===== src/rtl/seq_divider.sv =====
// Multi-cycle unsigned restoring divider with a start/busy/done handshake.
// Produces one quotient bit per clock; result packs {remainder, quotient}.
module seq_divider #(
  parameter int WIDTH = 4
) (
  input  logic               clock,
  input  logic               reset,
  input  logic               start,
  input  logic [WIDTH-1:0]   dividend,
  input  logic [WIDTH-1:0]   divisor,
  output logic [WIDTH-1:0]   quotient,
  output logic [WIDTH-1:0]   remainder,
  output logic [2*WIDTH-1:0] result,
  output logic               busy,
  output logic               done,
  output logic               div_by_zero
);

  localparam int CW = $clog2(WIDTH + 1);

  typedef enum logic [1:0] {IDLE, RUN, DONE} state_t;

  state_t           r_state;
  state_t           w_next;
  logic [WIDTH-1:0] r_rem;
  logic [WIDTH-1:0] r_q;
  logic [WIDTH-1:0] r_div;
  logic [CW-1:0]    r_cnt;
  logic             r_done;

  logic [WIDTH:0]   w_shift;
  logic [WIDTH:0]   w_trial;
  logic [WIDTH-1:0] w_remNext;
  logic [WIDTH-1:0] w_qNext;
  logic             w_lastStep;

  // Restoring step: a negative trial (MSB set) keeps the shifted remainder.
  always_comb begin
    w_shift   = {r_rem, r_q[WIDTH-1]};
    w_trial   = w_shift - {1'b0, r_div};
    w_remNext = w_trial[WIDTH] ? w_shift[WIDTH-1:0] : w_trial[WIDTH-1:0];
    w_qNext   = {r_q[WIDTH-2:0], ~w_trial[WIDTH]};
  end

  assign w_lastStep = (r_cnt == CW'(1));

  always_ff @(posedge clock or posedge reset) begin
    if (reset) r_state <= IDLE;
    else       r_state <= w_next;
  end

  always_comb begin
    w_next = r_state;
    case (r_state)
      IDLE: if (start) w_next = (divisor == '0) ? DONE : RUN;
      RUN:  if (w_lastStep) w_next = DONE;
      DONE: w_next = IDLE;
      default: w_next = IDLE;
    endcase
  end

  // Datapath and output registers; outputs load only on the edge that enters DONE.
  always_ff @(posedge clock or posedge reset) begin
    if (reset) begin
      r_rem       <= '0;
      r_q         <= '0;
      r_div       <= '0;
      r_cnt       <= '0;
      r_done      <= 1'b0;
      quotient    <= '0;
      remainder   <= '0;
      div_by_zero <= 1'b0;
    end else begin
      r_done <= (r_state == DONE);
      case (r_state)
        IDLE: begin
          if (start) begin
            r_div <= divisor;
            r_rem <= '0;
            r_q   <= dividend;
            r_cnt <= CW'(WIDTH);
            if (divisor == '0) begin
              quotient    <= '1;
              remainder   <= dividend;
              div_by_zero <= 1'b1;
            end
          end
        end
        RUN: begin
          r_rem <= w_remNext;
          r_q   <= w_qNext;
          r_cnt <= r_cnt - CW'(1);
          if (w_lastStep) begin
            quotient    <= w_qNext;
            remainder   <= w_remNext;
            div_by_zero <= 1'b0;
          end
        end
        default: ;
      endcase
    end
  end

  assign result = {remainder, quotient};
  assign busy   = (r_state == RUN);
  assign done   = r_done;

endmodule


===== config.mk =====
export PLATFORM = sky130hd
export DESIGN_NAME = seq_divider
export DESIGN_NICKNAME = d
export VERILOG_FILES = /design/src/rtl/seq_divider.sv
export SDC_FILE = /design/constraint.sdc
export NUM_CORES = 1
export LEC_CHECK = 0
export CAP_MARGIN = 10
export CORE_ASPECT_RATIO = 2
export CORE_MARGIN = 5
export CORE_UTILIZATION = 50
export DETAILED_ROUTE_END_ITERATION = 12
export DONT_BUFFER_PORTS = 1
export PLACE_DENSITY = 0.64
export SLEW_MARGIN = 20
export SYNTH_ARGS = -nofsm -noshare
export SYNTH_HDL_FRONTEND = slang
export SYNTH_SLANG_ARGS = --single-unit

===== constraint.sdc =====
create_clock -name clock -period 2.45 [get_ports clock]
set_input_delay 0.49 -clock clock [delete_from_list [all_inputs] [get_ports clock]]
set_output_delay 0.49 -clock clock [all_outputs]
set_load 0.01 [all_outputs]

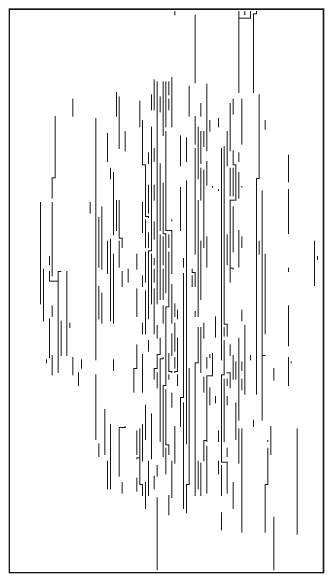
Fig. 1. The metal 2 layer.
share of all routed wire	52%
nets with wire on the layer	144

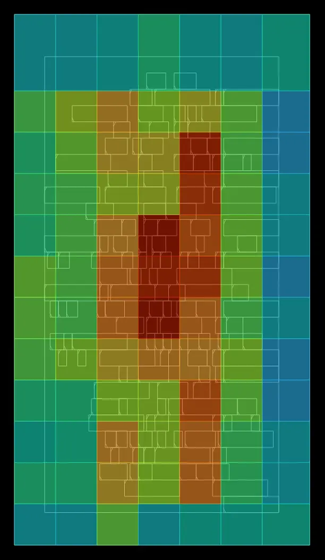
Fig. 2. Congestion heat map.
overall track demand over capacity in global routing: 0.156
met1 global-route usage: 0.168

==> run notes <==
Physical design

The average via count per standard cell stands at between 6 and 7. For this run the detailed placement stage logged an HPWL of 2360 microns. Between clock sinks in the finished design, the worst skew comes to 3.77 ps. Summed over all sequential cells, the power is between 0.0009 and 0.001 W. The via count of the first global-routing pass was 1,126. The share of the core area taken by cells at floorplan is 0.520. Across all stage logs, warnings added up to 27. The violation count after the first detailed-route iteration stands at 14. TritonCTS built the clock tree. The quantity of gates resized following cts stands at 0. The final report gives the core utilization as 0.522. sky130_fd_sc_hd__dfrtp_1 takes more of the synthesized area than any other cell. The per-instance average area after synthesis stands at 9.99 sq um. The signal on the critical path passes through inv_1 > ha_1 > fa_1 > nand2b_1 > o2bb2ai_4 > and4_1 > a2111oi_1 > a21oi_1.

Grouping stages by cell kind, the critical path spends the most delay in AND-OR/OR-AND gates. CTS placed an instance of sky130_fd_sc_hd__clkbuf_8 at the clock tree root. The final period utilization stands at 0.918. The post-synthesis to final-layout area growth stands at 0.404%. The die is 49.3 microns wide. Counting distinct cell types in the post-synthesis netlist gives between 40 and 50. Of the total power, the clock network draws 0.106.

In this run the cell area measured after placement is 1510 sq um. In this design, the stage delay of the slowest critical-path cell is ~400 ps. Summed over all nets, wire length on met3 after detailed routing comes to 156 microns. The antenna violation net count after detailed routing stands at 0. The highest achievable clock rate stands at 445 MHz. For reference, the mux area share after synthesis is 0.0129. The number of antenna diodes in the final layout is 0. The number of max-cap violations stands at 0. Per the synthesis report, the adder-cell share of the synthesized area is 0.0614. The first global-routing pass estimated 5280 microns of wire. The yosys cell count stands at 155. In this run the number of H-tree levels came out at 1.

OpenSTA, run right after detailed placement, puts the worst setup slack at 197 ps. In this run, post-CTS hold repair placed 0 buffers. The number of standard-cell rows in the floorplan stands at 28. The number of CTS-inserted buffers stands at 3.

The total of flip-flops plus latches after synthesis stands at 27. According to the finish report, the design has a final net count of 168. In this run, synthesis inferred 0 flip-flops with an integrated enable.

The tightest min-delay check is of the input port to async pin type. The insertion delay at the late pin of the worst-skew pair stands at 270 ps. Per the synth stats, the proportion of register bits with asynchronous set or reset is 1.00. The global router reports that the layer with the highest usage is met2. The placement report lists the number of port buffers as 0.

The main area contributors are sky130_fd_sc_hd__dfrtp_1 (44%), sky130_fd_sc_hd__buf_4 (4.9%), sky130_fd_sc_hd__ha_1 (4.9%). The total DRC errors in the routed layout stands at 0. The wire length per cell after detailed routing stands at ~17 microns. The cell-internal power stands at 0.00130 W. From bottom edge to top edge, the die measures just under 90 microns. The worst path in the final design needs a cycle of 2250 ps, including I/O delays and setup. The first-pass detailed-route iteration total stands at 4. Setup repair after global routing left no endpoint under its margin. Setup total negative slack on the finished layout was measured at 0 ps. The share of total power dissipated in sequential elements is 0.389. The post-CTS repair timing setup buffer count stands at 0. The post-route worst setup slack stands at 201 ps. The final count of hold timing violations stands at 0. The share of synthesized cell area in and, or, nand and nor gates stands at 0.192. The maximum number of pins on one net before global-route repair stands at 20.

The share of synthesized area in the top cell type comes to 0.437. The power report puts the leakage power at around 0.71 nW. The met2 wire length stands at 1570 microns. The share of the Yosys chip area taken by registers is 0.437. Counting pins that exceed their max-slew limit in the final report gives 0.

The proportion of layout cells with a drive suffix above 1 stands at 0.114. Pin placement for this block handled 30 I/O pins. STA classifies the critical path endpoint as a flop.

Summed over all nets, the switching power comes to 0.00105 W. For the worst setup path, the data required time is 2600 ps. The number of sinks on the clock net stands at 27. Of the total synthesized cell area, the portion taken by XOR and XNOR cells is 0.0170. The slew at the pin with the worst max-slew slack stands at 482 ps. The number of nets at floorplan stands at roughly 170. Routing resource usage on met3 recorded by global route was 0.0320. The cell area after synthesis stands at 1550 sq um. The combined buffer and inverter count along the critical path stands at 1.

The tightest slew margin relative to the limit stands at 0.676. IR analysis of the VDD net gives a maximum drop of 0.000782 V. After synthesis, the largest family of logic cells by area is simple AND/OR/NAND/NOR gates.

The flow reported a cell area power density of 1510 nW/um^2. For this run, the final setup violation count is recorded as 0. Per the timing report, the biggest fanout along the worst path comes to 10. The flow reports power dissipated in combinational cells as ~0.0012 W. Per the CTS log, the buffer count on the longest clock path is 2. The layout stage reports a final design area of about 1600 sq um. Yosys instantiated no cell more often than sky130_fd_sc_hd__dfrtp_1. The slowest stage of the critical path is the sky130_fd_sc_hd__fa_1 cell. After floorplanning, the core was sized to cover 2980 sq um. The number of antenna violations at the first check in global routing came to 0.

The data arrival time at the worst-slack endpoint stands at 2400 ps. For met2 alone, demand over resource in global routing was 0.271. Looking at the cell usage after synthesis, the top flip-flop cell is sky130_fd_sc_hd__dfrtp_1. Per the GRT congestion report, total overflow comes to 0. Sorting the synthesized cells by how often they occur yields sky130_fd_sc_hd__dfrtp_1 (27), sky130_fd_sc_hd__nand2_1 (19), sky130_fd_sc_hd__o21ai_0 (12). Per report_power, the top consumer among the power groups is combinational logic.

The wire length the detailed router placed on met1 stands at 1190 microns. The flow ran to the end, and the final reports show no timing, DRC or antenna violations. In this run the top signal layer used is met4. The count of yosys warnings during synthesis stands at 0. Of the total power, combinational logic draws 0.504.

Per the layout report, the design carries 274 filler cells. The switching part of the total stands at 0.448. The power report lists the clock group at 0.000250 W.

The AND-OR/OR-AND share of the synthesized area stands at 0.185. Routability-driven placement finished with a final weighted congestion of 0.770. In this run the full chip footprint comes out at 4380 sq um. The stat command in Yosys gives a chip area of between 1500 and 2000 sq um. The clock-pin slew on the worst setup and hold paths stands at about 90 ps. The most critical hold endpoint after final layout shows a slack of between 50 and 60 ps.

The critical path is of the flop to flop type. STA classifies the critical path startpoint as a flop. Counting every instance in the synthesized netlist gives 155.
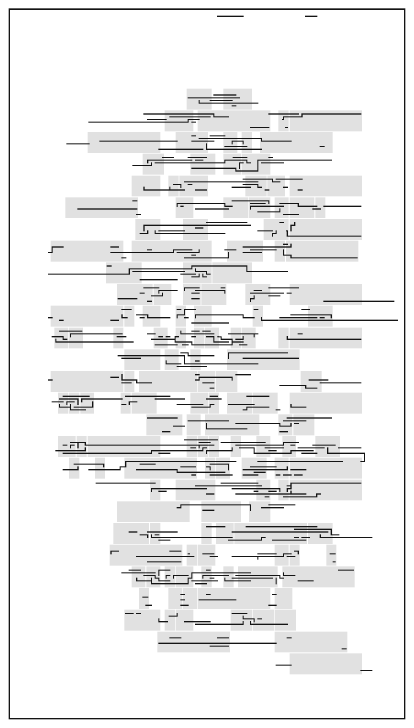
Fig. 3. Signal wires on met1.
main direction	horizontal
nets with wire on the layer	155
count of vias placed by the detailed router: 1,096
routed wire length: 3020 microns

-- cells in the final DEF, fill, tap and decap left out, drive strengths merged, types with 2 or more instances in the layout --
master | netlist | routed
ha | 6 | 6
o22a | 4 | 4
clkbuf | 1 | 4
nand2 | 20 | 20
o22ai | 2 | 2
a21oi | 7 | 7
mux2i | 2 | 2
and3b | 3 | 3
dfrtp | 27 | 27
or3 | 2 | 2
nor2b | 4 | 4
nand2b | 3 | 3
nor4 | 2 | 2
xnor2 | 2 | 2
nand3 | 5 | 5
buf | 13 | 4
a211oi | 2 | 2
o21ai | 12 | 12
inv | 11 | 11
nor2 | 9 | 9
-- through the flow --
step | instances | power, W
2_1_floorplan | 155 | 0.00199
3_3_place_gp | 175 | 0.00208
3_5_place_dp | 175 | 0.00213
4_1_cts | 179 | 0.00238
5_1_grt | 179 | 0.00258
6_report | 179 | 0.00235
-- cell type report --
class,instances,area (sq um),share of cell area
Multi-Input combinational cell,103,724,0.466
Sequential cell,27,676,0.435
Clock buffer,4,45.0,0.0290
Inverter,11,41.3,0.0266
Tap cell,30,37.5,0.0242
Timing Repair Buffer,4,30.0,0.0193
-- worst paths after layout --
check | to | from | slack, ps | depth (start not counted)
setup / recovery | remainder[2]$_DFFE_PP0P_ | r_q[3]$_DFFE_PP0P_ | 200 | 8
hold / removal | quotient[3]$_DFFE_PP0P_ | reset | 60 | 1
setup reg to reg | remainder[2]$_DFFE_PP0P_ | r_q[3]$_DFFE_PP0P_ | 200 | 8
hold reg to reg | r_div[0]$_DFFE_PP0P_ | r_div[0]$_DFFE_PP0P_ | 500 | 2
max in group asynchronous | r_div[0]$_DFFE_PP0P_ | reset | 1830 | 2
min in group clock | r_div[0]$_DFFE_PP0P_ | divisor[0] | 320 | 2
Power is estimated from default activity; no workload was simulated.
